io_placement.png
The bar under the picture is 20 um long. Pins as bars across the die edge, other pins in grey.
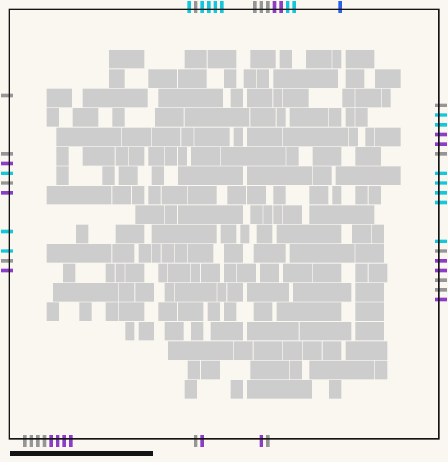
layer_met3.png
The bar under the picture is 20 um long.
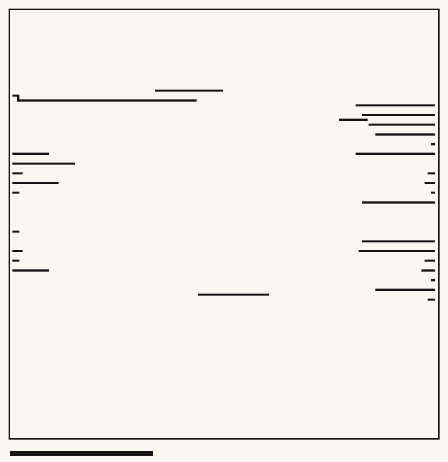
wires.png
The bar under the picture is 20 um long.
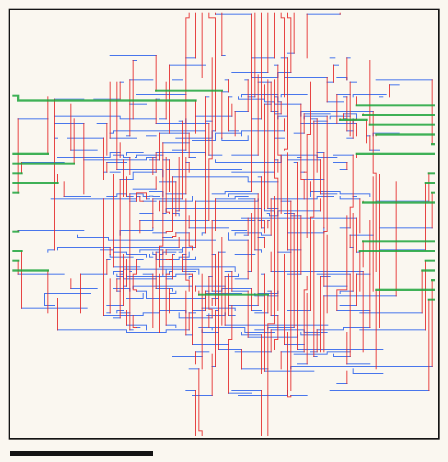
sizes.png
The bar under the picture is 20 um long.
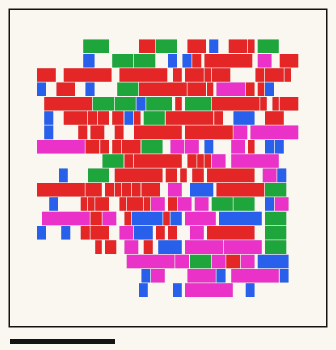
==> src/rtl/top.sv <==
// Registered OLOCA approximate adder: constant-one LSBs, OR-based lower part, exact upper part.
// Optional macro OLOCA_CARRY_EN enables LOA-style carry-in a[L-1] & b[L-1] into the upper part.
module top #(
    parameter int N = 16,
    parameter int L = 8,
    parameter int K = 4
) (
    input  logic         clk,
    input  logic         rst,
    input  logic         in_valid,
    input  logic [N-1:0] a,
    input  logic [N-1:0] b,
    output logic         out_valid,
    output logic [N:0]   result
);

    localparam int UW = N - L + 1;

    logic [N:0] result_d;
    logic [N:0] result_q;
    logic       out_valid_q;
    logic       carry_in;

    generate
        if (K > L || L > N || K < 0) begin : g_bad_params
            $error("top: illegal parameters, need 0 <= K <= L <= N (N=%0d L=%0d K=%0d)", N, L, K);
        end

        if (L > 0) begin : g_lower
`ifdef OLOCA_CARRY_EN
            assign carry_in = a[L-1] & b[L-1];
`else
            assign carry_in = 1'b0;
`endif
            // Constant bits are literals, so they stay 1 even when the operands are X.
            if (K > 0) begin : g_const
                assign result_d[K-1:0] = '1;
            end
            if (L > K) begin : g_or
                assign result_d[L-1:K] = a[L-1:K] | b[L-1:K];
            end
        end else begin : g_exact
            assign carry_in = 1'b0;
        end

        if (L < N) begin : g_upper
            assign result_d[N:L] = UW'(a[N-1:L]) + UW'(b[N-1:L]) + UW'(carry_in);
        end else begin : g_no_upper
            assign result_d[N] = carry_in;
        end
    endgenerate

    // NOTE: state registers use non-blocking assignments so every flop samples pre-edge values.
    always_ff @(posedge clk or posedge rst) begin
        if (rst) begin
            result_q    <= '0;
            out_valid_q <= 1'b0;
        end else begin
            out_valid_q <= in_valid;
            if (in_valid) begin
                result_q <= result_d;
            end
        end
    end

    assign result    = result_q;
    assign out_valid = out_valid_q;

endmodule

==> config.mk <==
export PLATFORM = sky130hd
export DESIGN_NAME = top
export DESIGN_NICKNAME = d
export VERILOG_FILES = /design/src/rtl/top.sv
export SDC_FILE = /design/constraint.sdc
export NUM_CORES = 1
export LEC_CHECK = 0
export CORE_MARGIN = 5
export CORE_UTILIZATION = 38
export CTS_BUF_LIST = sky130_fd_sc_hd__clkbuf_8 sky130_fd_sc_hd__clkbuf_16
export DETAILED_ROUTE_END_ITERATION = 16
export GPL_TIMING_DRIVEN = 0
export PLACE_DENSITY = 0.77
export SKIP_LAST_GASP = 1
export SYNTH_ARGS = -nofsm -noshare
export SYNTH_HDL_FRONTEND = slang
export SYNTH_SLANG_ARGS = --single-unit
==> constraint.sdc <==
create_clock -name clk -period 1.15 [get_ports clk]
set_clock_uncertainty 0.1 [all_clocks]
set_input_delay 0.2875 -clock clk [delete_from_list [all_inputs] [get_ports clk]]
set_output_delay 0.2875 -clock clk [all_outputs]
set_load 0.01 [all_outputs]
==> results.json <==
{
  "final_cell_count_no_fill": 201,
  "mappedNetlistArea_sq_um": 947.2,
  "cts_num_sinks": 15,
  "placementRows": 18,
  "final_critical_path_setup_slack_ps": -539.3,
  "cts_inserted_buffers": 3,
  "synthToLayoutAreaGrowth_pct": 82.96,
  "powerDensity_nw_per_um2": 1017,
  "stdcell_area_sq_um": 1733,
  "synthCells": 100,
  "synth-seq-area-share_pct": 39.63,
  "pre_cts_ws_ps": -1202,
  "grt_pass1_vias": 1061,
  "yosysWarningCount": 0,
  "gp_routability_congestion": 0.7544,
  "worst_ep_arrival_time_ps": 1710,
  "syn_avg_cell_area_sq_um": 9.472,
  "worst_hold_margin_ps": 271.6,
  "postSynthNetCount": 144,
  "cpPeakStageDelay_ps": 370,
  "cts.hold.buffers_added": 0,
  "synth_async_sr_flop_share_pct": 100.0,
  "yosys_most_used_dff": "sky130_fd_sc_hd__dfrtp_1",
  "floorplan.initialDensity_pct": 38.94,
  "fin_total_pwr_mw": 1.762,
  "critPathTopFamily": "adder cells",
  "drv_slew": 0,
  "stage_log_warnings": 37,
  "run_status": "finished with violations",
  "clock_tree_from_tritoncts": "yes",
  "enable_flop_cells": 0,
  "clock_tree.htree_level_count": 1,
  "fin_nets": 216,
  "worst_ep_required_time_ps": 1170,
  "buffer_ports.inserted": 44,
  "cts.reportedPaths.clkPinSlew_ps": 60,
  "post-cts-setup-buffers": 24,
  "grt-busiest-layer": "met2",
  "largest_net_degree_at_the_start_of_global_routing": 16,
  "max-vdd-ir-drop_mv": 0.9232,
  "clock.fmax_mhz": 591.9,
  "met3_usage_pct": 3.456,
  "fraction_of_layout_cells_with_a_size_suffix_above_1_pct": 50.88,
  "post_dp_cell_area_sq_um": 1515,
  "crit_type": "in2reg",
  "die.size.y_um": 59.93,
  "core_region_area_sq_um": 2432,
  "post-route-min-period_ps": 1689,
  "placed_cells": 174,
  "netlist.top_cell.by_area": "sky130_fd_sc_hd__dfrtp_1",
  "globalRouteMet1Util_pct": 20.83,
  "violated_checks": "negative setup slack",
  "first_iter_violations": 31,
  "chipWidth_um": 59.93,
  "timing.final.setup_violations": 15,
  "postRouteWirelength_um": 3085,
  "yosys_chip_area_sq_um": 947.2,
  "global_route_track_usage_on_met2_pct": 34.26,
  "critical_path.endpoint_type": "register",
  "grt.total_usage_pct": 17.73,
  "min_period_over_period_pct": 146.9,
  "yosys.cell_types.count": 30,
  "clk-insertion-delay-late_ps": 240,
  "sum_of_net_half_perimeters_after_detailed_placement_um": 2007,
  "power_leakage_nw": 0.7782,
  "ys_seq_elements": 15
}
About io_placement.png:
| colour | port | pins | direction | edge |
|---|---|---|---|---|
| cyan | result | 17 | output | 7 top, 7 right, 3 left |
| blue | rst | 1 | input | top |
| purple | b | 16 | input | 6 bottom, 5 right, 3 left, 2 top |

About layer_met3.png:
longest straight run: 24.8 um
share of all routed wire: 5.5%
nets with wire on the layer: 30
main direction: horizontal
wire length on this layer: 170 um

About wires.png:
| colour | layer | wire length |
|---|---|---|
| green | metal 3 | 170 um |
| red | metal 2 | 1,700 um |
| blue | metal 1 | 1,210 um |

About sizes.png:
| colour | size | cells | share |
|---|---|---|---|
| magenta | _3 and _4 cells | 32 | 19% |
| green | _6 and larger | 21 | 12% |
| blue | _2 cells | 34 | 20% |
| red | _0 and _1 cells | 84 | 49% |

[registers in the layout, indices dropped and copies added (netlist names)]
| signal | count |
|---|---|
| result | 14 |
| out_valid | 1 |
[stage by stage]
stage,util (%),setup TNS [ps]
3_5_place_dp,62.29,-12760
2_1_floorplan,-,-2371
3_3_place_gp,62.29,-12240
4_1_cts,69.91,-3590
6_report,71.24,-3588
5_1_grt,71.24,-4254
[cells by family (layout without fill, tap and decap cells)]
family                   Yosys count  after routing  synth area share [%]
AND-OR/OR-AND                     31             31                 20.87
AND/OR/NAND/NOR                   28             28                 13.87
flip-flops                        15             15                 39.63
buffers and inverters             10             81                 5.547
adder cells (fa/ha/maj)            9              9                 12.68
multiplexers                       5              5                 5.548
XOR/XNOR                           2              2                 1.850
[area by class of cell]
class,instances,area (sq um),share of cell area (%)
multi-input cells,75,670.6,38.70
repair buffers,70,556.8,32.13
flip-flops and latches,15,375.4,21.66
clock buffers,3,41.29,2.383
well taps,30,37.54,2.166
plain buffers,4,35.03,2.022
inverters,3,11.26,0.6498
clock inverters,1,5.005,0.2888
[report_power, final]
group / internal [mW] / switching, mW / total, mW
clock network: 0.239 / 0.181 / 0.420
registers: 0.594 / 0.0351 / 0.629
logic: 0.397 / 0.315 / 0.712
total: 1.23 / 0.531 / 1.76
[worst paths after layout]
check | start | end | slack [ps] | cells after the start
max reg2reg | result[14]$_DFFE_PP0P_ | result[14]$_DFFE_PP0P_ | 40 | 3
min in group asynchronous | rst | result[5]$_DFFE_PP0P_ | 300 | 2
max | a[8] | result[14]$_DFFE_PP0P_ | -540 | 7
max in group asynchronous | rst | out_valid$_DFF_PP0_ | 280 | 2
min | in_valid | out_valid$_DFF_PP0_ | 270 | 1
min reg2reg | result[8]$_DFFE_PP0P_ | result[8]$_DFFE_PP0P_ | 430 | 1
[placed cells by master, fill, tap and decap left out, types with 2 or more instances in the layout]
cell / synthesis / layout
sky130_fd_sc_hd__a211oi_2: 2 / 2
sky130_fd_sc_hd__a211oi_4: 0 / 2
sky130_fd_sc_hd__a21oi_1: 10 / 10
sky130_fd_sc_hd__buf_2: 3 / 23
sky130_fd_sc_hd__buf_4: 3 / 19
sky130_fd_sc_hd__buf_6: 0 / 18
sky130_fd_sc_hd__clkbuf_8: 0 / 3
sky130_fd_sc_hd__clkdlybuf4s50_1: 0 / 11
sky130_fd_sc_hd__dfrtp_1: 15 / 15
sky130_fd_sc_hd__ha_4: 0 / 7
sky130_fd_sc_hd__inv_1: 3 / 3
sky130_fd_sc_hd__mux2i_1: 3 / 3
sky130_fd_sc_hd__nand2_1: 5 / 5
sky130_fd_sc_hd__nor2_1: 14 / 13
sky130_fd_sc_hd__nor2b_1: 2 / 2
sky130_fd_sc_hd__o21ai_0: 8 / 6
sky130_fd_sc_hd__o21ai_1: 3 / 4
sky130_fd_sc_hd__o22ai_1: 2 / 2
[routing by layer]
metal | part of all wire (%) | up-vias | routed length (um)
li1 | - | 494 | -
met1 | 39 | 473 | 1212
met2 | 55 | 33 | 1703
met3 | 5.5 | 0 | 170
met4 | 0 | 0 | 0
met5 | 0 | - | 0
